Design wb_stage, sky130hd; sources not shown.
### Cell classes on the final placement, run 1

Fill, decap, tap and diode cells in gray.
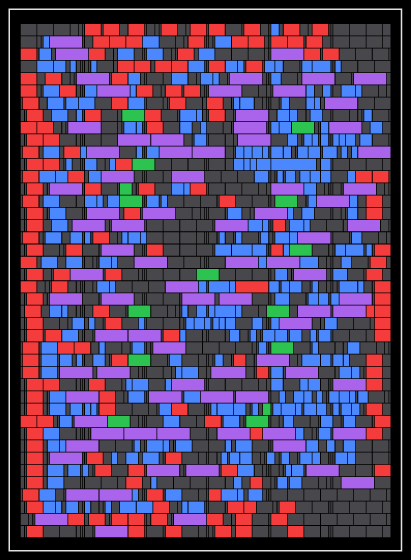
legend:
  blue:
    class: combinational and other logic
    cells: 306
  red:
    class: remaining buffers and delay cells
    cells: 162
  green:
    class: clock drivers and dummy loads
    cells: 15
  purple:
    class: sequential cells
    cells: 84
register share of the cell area: 0.2986
cell row count: 42

### Sequential cells colored by netlist name, run 1

Bar = 20 um.
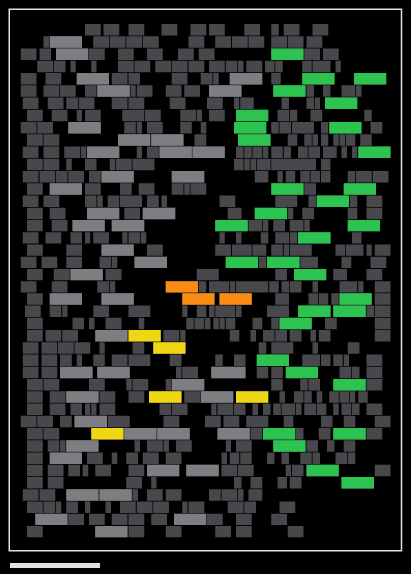
legend:
  green:
    netlist_name: `retired`
    placed_flops: 32
  yellow:
    netlist_name: `rb_WA`
    placed_flops: 5
    where: bottom middle
  orange:
    netlist_name: `counter`
    placed_flops: 3
not colored: 44
total area of sequential cells: 0.001683 mm2
core occupancy in the finished layout: 0.5992
reported sequential group power: 0.00126 W

### The clock network, run 1

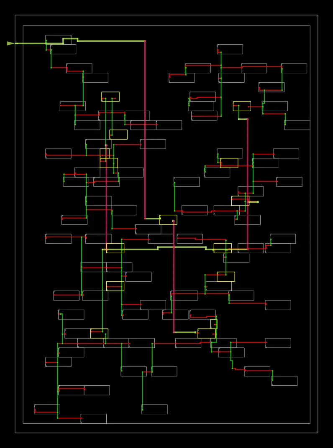
Clock Sink Count: 84
Clock Skews: 7.967 ps
flip-flop and latch count: 84
power dissipated in the clock network: 0.000818 W

==> summary.txt, run 1 <==
Implementation progress

The run finished with clean final reports. The portion of synthesized area spent on multiplexers is 0.1396. The area growth from synthesis to layout stands at 46.60%. The initial cell density of the core stands at 0.4088. The library cell used most frequently in the layout, excluding fill and tap cells, is clkdlybuf4s50_1. Signal routing reaches up to met4. The arrival time of data at the worst endpoint is listed as 2630 ps. TritonCTS built the clock tree. After synthesis, the cell types taking the most area are dfxtp_1 (44%), mux2i_1 (12%), a211oi_1 (7.4%), nor2_1 (6.6%), or4_1 (2.9%).

The critical path endpoint has a required time of 3100 ps. The relative contribution of the clock network to total power stands at 0.324. The depth of the worst hold-timing path stands at 2.

The finished layout holds 677 standard cells, fillers aside. The number of antenna violations at the first check in global routing stands at 0. Per the OpenROAD floorplan log, the width of the die is 86.86 um.

The power report puts the leakage power at 1.895 nW. Buffers placed on the I/O ports in this run total 153. By count the netlist is led by dfxtp_1 (84), nor2_1 (68), mux2i_1 (48).

The routed length per instance stands at 14.71 um. Including well taps, the total number of placed cells is 662. Looking at the cell usage after synthesis, the top flip-flop cell is dfxtp_1. The library cells used most frequently in the layout, excluding fill and tap cells, are clkdlybuf4s50_1 (152), dfxtp_1 (83), nor2_1 (68), mux2i_1 (48), a211oi_1 (38). The cell resize tally after clock tree synthesis stands at 0.

In this run the full chip footprint comes out at 0.01042 mm2. For this run, the number of Yosys warnings is 0. In the final layout, the multi-input gates occupy 0.001988 mm2. The worst setup path is captured at a flop. The final cycle utilization of the critical path stands at 0.8320.

For this design, the slowest cell found on the critical path is a2111oi_4. The signal on the critical path passes through clkdlybuf4s50_1 -> or3b_1 -> buf_4 -> a2111oi_4 -> nand3_1 -> mux2_2. The most frequently used library cell after synthesis is dfxtp_1. The estimated wirelength of the detail-placed design stands at 7.351 mm. The minimum hold slack stands at 496.3 ps. The routed via count divided by cell count stands at 5.415. On the worst path, the slowest cell contributes a delay of 540 ps.

Of the post-synthesis cell area, the dominant cell type holds 0.4374. The peak supply drop stands at 0.2624 mV. The net count after synthesis stands at 504. STA reports a reg2reg setup slack of 570 ps. The number of hold buffers added after CTS stands at 0. The count of antenna-violating nets left after detailed routing stands at 0.

No sink is reached through more buffers than the 2 on the longest clock path. The fraction of final layout cells with drive strength greater than 1 stands at 0.05820. Along the worst path, the maximum fanout reaches 6. The final tally of hold violations stands at 0.

The total wire length after detailed routing stands at 9.962 mm. The share of total power in sequential cells stands at 0.501. The number of global-route vias before repair came to 3464. The count of endpoints failing setup in the final report stands at 0. Of the total power, the share spent switching nets is 0.2437. Per the synth log, the flip-flop and latch total comes to 84. The core area stands at 0.009407 mm2.

For this run, the top clock speed supported by timing is 0.4217 GHz. The top-level port count stands at 154. In this run, distinct cell masters in the synthesized netlist total 38. Entering global routing, the biggest net connects 77 pins. The count of buffers added by post-CTS timing repair for setup stands at 0. The wire length of the first global-routing pass stands at 16.26 mm. The chip area line in the Yosys stat output reads 0.003845 mm2. The number of remaining DRC errors stands at 0. The net count of the finished layout stands at 645.

Max-cap violations in this run came to 0. The cell area that synthesis handed to floorplanning was 0.003845 mm2. The clock latency reported for the late side of the worst-skew pair stands at 360 ps. On the reported timing paths, the clock transition at the registers reads 80 ps. The transition time at the pin with the least slew margin stands at 620.1 ps. In the final report, the number of pins over their slew limit comes to 0. Per the synthesis report, the dominant area consumer among library cells is dfxtp_1.

The kind of cell with the highest combined delay along the critical path is buffers and inverters. The overall track demand over capacity in global routing stands at 0.1963. The post-synthesis average cell area stands at 9.111 um2. The adder-cell share of the synthesized area stands at 0.009762.

The synthesized design contains 0 enable-type register cells.
run 1: cell type report:
| class | count | share of cell area |
|---|---|---|
| clock buffer | 14 | 0.03307 |
| clock inverter | 1 | 0.0008879 |
| inverter | 8 | 0.005327 |
| multi-input combinational | 298 | 0.3527 |
| sequential | 84 | 0.2986 |
| tap | 110 | 0.02442 |
| timing repair buffer | 162 | 0.2850 |
run 1: worst register-to-register path: cells and delay by family (launching register included):
kind,cells,cell delay (ps)
AOI/OAI and AO/OA,1,460
adders and majority gates,2,360
buffers and inverters,1,70
DFF,1,320
muxes,1,370
and+or+nand+nor,2,590
run 1: through the flow:
stage	power (W)	area (um2)	utilization	worst slack, ps
final	0.002523	5637	0.5992	478.7
after global routing	0.002650	5637	0.5992	388.1
after CTS	0.002560	5637	0.5992	496.0
after detailed placement	0.001738	5445	0.5789	124.1
after global placement	0.001731	5445	0.5789	161.5
after floorplan	0.001479	3845	-	619.4
run 1: cells by family (layout without fill, tap and decap cells):
| kind of cell | Yosys count | count (layout) |
|---|---|---|
| xor gates and xnor gates | 7 | 7 |
| AOI/OAI and AO/OA | 88 | 88 |
| DFF | 84 | 84 |
| muxes | 53 | 53 |
| adders and majority gates | 3 | 3 |
| and+or+nand+nor | 147 | 147 |
| buffers and inverters | 40 | 185 |
run 1: power groups by stage:
stage               combinational [W]  clock [W]  sequential [W]
floorplan                    0.000165          0         0.00131
global placement             0.000442          0         0.00129
detailed placement           0.000446          0         0.00129
CTS                          0.000448   0.000847         0.00127
global route                 0.000482   0.000896         0.00127
finish                       0.000441   0.000818         0.00126
run 1: metal layers:
layer / up-vias / GRT usage
li1: 1838 / -
met1: 1690 / 0.2150
met2: 120 / 0.3340
met5: - / 0
met4: 0 / 0.08301
met3: 18 / 0.07290
### Clock wires, drivers and flops, run 1

Bar = 20 um.
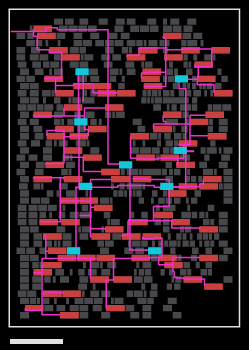

==> run 1 -> run 2 <==
- clock period: 2.85 -> 2 ns (I/O delays scaled with it)
### Clock wires, drivers and flops, run 2

Bar = 20 um.
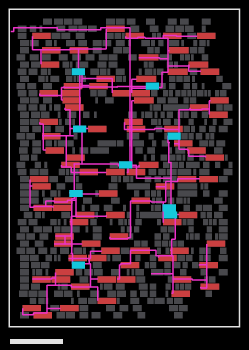
legend:
  red:
    item: flip-flops
    count: 84
  cyan:
    item: clock drivers
    count: 9
  magenta:
    item: clock wires
    length: 1060 um
routed clock nets: 10
flops lie: spread over the die
clock latency reported for the late side of the worst-skew pair: 350 ps
power dissipated in the clock network: 0.00106 W
Clk pwr share: 0.303
Clock Skews: 8.427 ps

### Sequential cells colored by netlist name, run 2

Bar = 20 um.
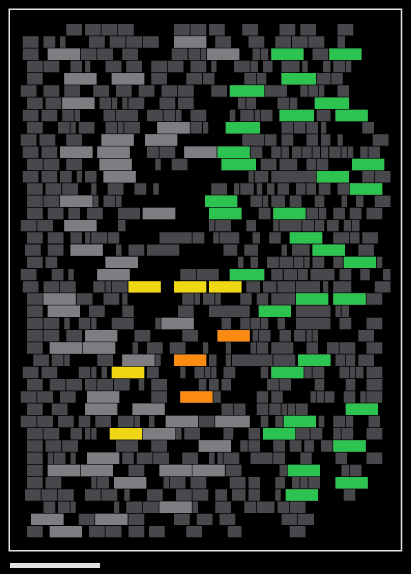
legend:
  green:
    netlist_name: `retired`
    placed_flops: 32
  yellow:
    netlist_name: `rb_WA`
    placed_flops: 5
  orange:
    netlist_name: `counter`
    placed_flops: 3
not colored: 44
total area of sequential cells: 0.001692 mm2
register share of the cell area: 0.2818
reported sequential group power: 0.00180 W
core occupancy in the finished layout: 0.6381

==> run 2 against run 1 <==
  * Synthesized cell count is the same
  * Worst setup slack lost 410 ps
  * Power grew 39%
  * Clock skew is essentially flat
  * Largest cell class unchanged
  * Largest power group unchanged
  * Highest routed layer unchanged
==> summary.txt, run 2 <==
Implementation progress

The flow ran to the end, and the final reports show no timing, DRC or antenna violations. The peak supply drop is 0.3219 mV (+23%). The fraction of final layout cells with drive strength greater than 1 stands at 0.1426 (+0.08442). Among all stages on the critical path, the largest delay is contributed by or4_1. The endpoint required time on the critical path is 2280 ps (-820 ps). The wire length of the first global-routing pass was 17.21 mm (+5.9%). For reference, the top cells by area after synthesis are dfxtp_1 (44%), mux2i_1 (12%), a211oi_1 (7.4%), nor2_1 (6.6%), or4_1 (2.9%). The number of antenna violations at the first check in global routing stands at 0 (unchanged).

At the end of routability-driven placement, the weighted congestion stood at 0.8452. The cell resize tally after clock tree synthesis stands at 12 (+12). The synthesis report gives the async set-or-reset register share as 0. The number of flip-flops and latches in the synthesized netlist is 84 (unchanged).

The layer flagged by global routing as most heavily used is met2. The yosys stat chip area came to 0.003845 mm2 (unchanged). The number of standard cells in the final layout excluding fillers was 713 (+5.3%).

The post-synthesis average cell area stands at 9.111 um2 (unchanged). The minimum hold slack stands at 484.2 ps (-12.14 ps). Per the cell usage report, the commonest logic cells after layout are clkdlybuf4s50_1 (150), dfxtp_1 (76), nor2_1 (68), mux2i_1 (48), buf_4 (44). In this design, the largest share of critical-path delay is due to simple AND/OR/NAND/NOR gates. The overall track demand over capacity in global routing was 0.2057 (+0.009440).

The transition time at the pin with the least slew margin stands at 618.7 ps (-1.387 ps). The total number of H-tree levels stands at 3. The routing usage on met1 is 0.2167 (+0.001702). The final cycle utilization of the critical path stands at 0.9665. Per the synth stats, the flop cell with the highest instance count is dfxtp_1. Sorting the Yosys area breakdown by cell type puts at the top dfxtp_1. The clock net sink count was 84 (unchanged). The number of placement rows is 42 (unchanged). The detailed router put a total of 4.074 mm of wire on met1. The number of cells after detailed placement is 700 (+5.7%). The max-capacitance violation count stands at 0 (unchanged). Summed over all nets, wire length on met3 after detailed routing comes to 779 um. The count of endpoints failing setup in the final report stands at 0 (unchanged). Sorting the synthesis cell report by count puts at the top dfxtp_1. The net count after synthesis is 504 (unchanged). The leakage dissipation came to 2.117 nW (+12%).

The total wire length after detailed routing stands at 10.46 mm (+5.0%). The number of global-route vias before repair stands at 3871 (+12%). TritonCTS built the clock tree.

The combined area of all synthesized cells came to 0.003845 mm2 (unchanged). The worst-case register-to-register setup slack was 70 ps (-500 ps). The count of buffers added by post-CTS timing repair for setup stands at 0 (unchanged). The final tally of hold violations stands at 0 (unchanged).

The global routing met3 resource utilization is 0.06946 (-0.003439). The met2 track demand over resource stands at 0.3683 (+0.03435). The estimated wirelength of the detail-placed design was 7.816 mm (+6.3%). The share of Yosys cell area claimed by the top area cell type stands at 0.4374 (unchanged). The die span in x stands at 86.86 um (unchanged).

The maximum number of pins on one net before global-route repair stands at 39 (-49%). The signal arrival time at the worst endpoint was 2220 ps (-410 ps). The depth of the worst hold-timing path stands at 2 (unchanged). The count of input and output buffers stands at 153 (unchanged). The worst setup path is captured at a flop. The chip area is 0.01042 mm2 (unchanged). The area growth from synthesis to layout stands at 56.10%. The clock transition time at the flip-flop clock pins of the worst setup and hold paths stands at 80 ps (about the same). The final tally of max-slew violations is 0 (unchanged).

The core area is 0.009407 mm2 (unchanged). Recorded from the global router log, the overflow total was 0. Listed in order, past its start point the critical path passes or3b_4 -> a211o_1 -> buf_6 -> or4_1 -> a21oi_1.

By count the netlist is led by dfxtp_1 (84), nor2_1 (68), mux2i_1 (48). The routed length per instance stands at 14.67 um (-0.28%). In this build the clock could be raised as far as 0.5173 GHz. The library cell used most frequently in the layout, excluding fill and tap cells, is clkdlybuf4s50_1. The number of remaining DRC errors was 0 (unchanged). The maximum fanout encountered on the critical timing path stands at 8 (+2). The net count of the finished layout stands at 683 (+5.9%).

The count of distinct cell types in the synthesized netlist came to 38 (unchanged). The worst stage delay on the critical path was 530 ps (about the same). The number of hold buffers added after CTS stands at 0 (unchanged). The buffer levels on the longest clock path came to 2 (unchanged). The count of synthesis-stage warnings from yosys stands at 0 (unchanged). The routed via count divided by cell count was 5.341 (-1.4%). After detailed routing, no signal wire sits above met4. The instance count on the critical path stands at 5. The initial cell density of the core stands at 0.4088 (unchanged). The count of antenna-violating nets left after detailed routing was 0 (unchanged).

The top-level port count was 154 (unchanged). The count of library flops with an enable pin stands at 0 (unchanged).
## run 2: cell counts after synthesis
No cell type changed its count.
## run 2: metrics by stage
| step | area (um2) | power [W] | worst slack, ps | TNS (ps) | utilization |
|---|---|---|---|---|---|
| 2_1_floorplan | 3881 | 0.002107 | 3.402 | 0 | - |
| 4_1_cts | 5969 | 0.003571 | 0.3972 | 0 | 0.6346 |
| 6_report | 6002 | 0.003516 | 66.92 | 0 | 0.6381 |
| 5_1_grt | 6002 | 0.003696 | -35.91 | -35.91 | 0.6381 |
| 3_3_place_gp | 5764 | 0.002484 | -512.8 | -20710 | 0.6128 |
| 3_5_place_dp | 5764 | 0.002497 | -565.4 | -22620 | 0.6128 |
## run 2: kinds of logic (layout without fill, tap and decap cells)
| kind of cell | Yosys count | after routing | synth area share |
|---|---|---|---|
| XOR/XNOR | 7 | 7 | 0.01595 |
| multiplexers | 53 | 53 | 0.1396 |
| buffers and inverters | 40 | 221 | 0.04621 |
| AND-OR/OR-AND | 88 | 88 | 0.1598 |
| AND/OR/NAND/NOR | 147 | 147 | 0.1913 |
| flip-flops | 84 | 84 | 0.4374 |
| adder cells (fa/ha/maj) | 3 | 3 | 0.009763 |
## run 2: cell type report
type	instances	area, um2	share of cell area
sequential	84	1692	0.2818
tap	110	137.6	0.02293
inverter	8	30.03	0.005003
clock buffer	11	151.4	0.02522
timing repair buffer	200	1906	0.3175
multi-input combinational	298	2073	0.3454
clock inverter	2	12.51	0.002085
## run 2: power by group
| group | internal (W) | total, W | switching [W] | leakage (nW) |
|---|---|---|---|---|
| logic | 0.000387 | 0.000651 | 0.000264 | 1.34 |
| clock network | 0.000497 | 0.00106 | 0.000567 | 0.0831 |
| registers | 0.00176 | 0.00180 | 0.0000458 | 0.690 |
| total | 0.00264 | 0.00352 | 0.000877 | 2.12 |
Power is estimated from default activity; no workload was simulated.
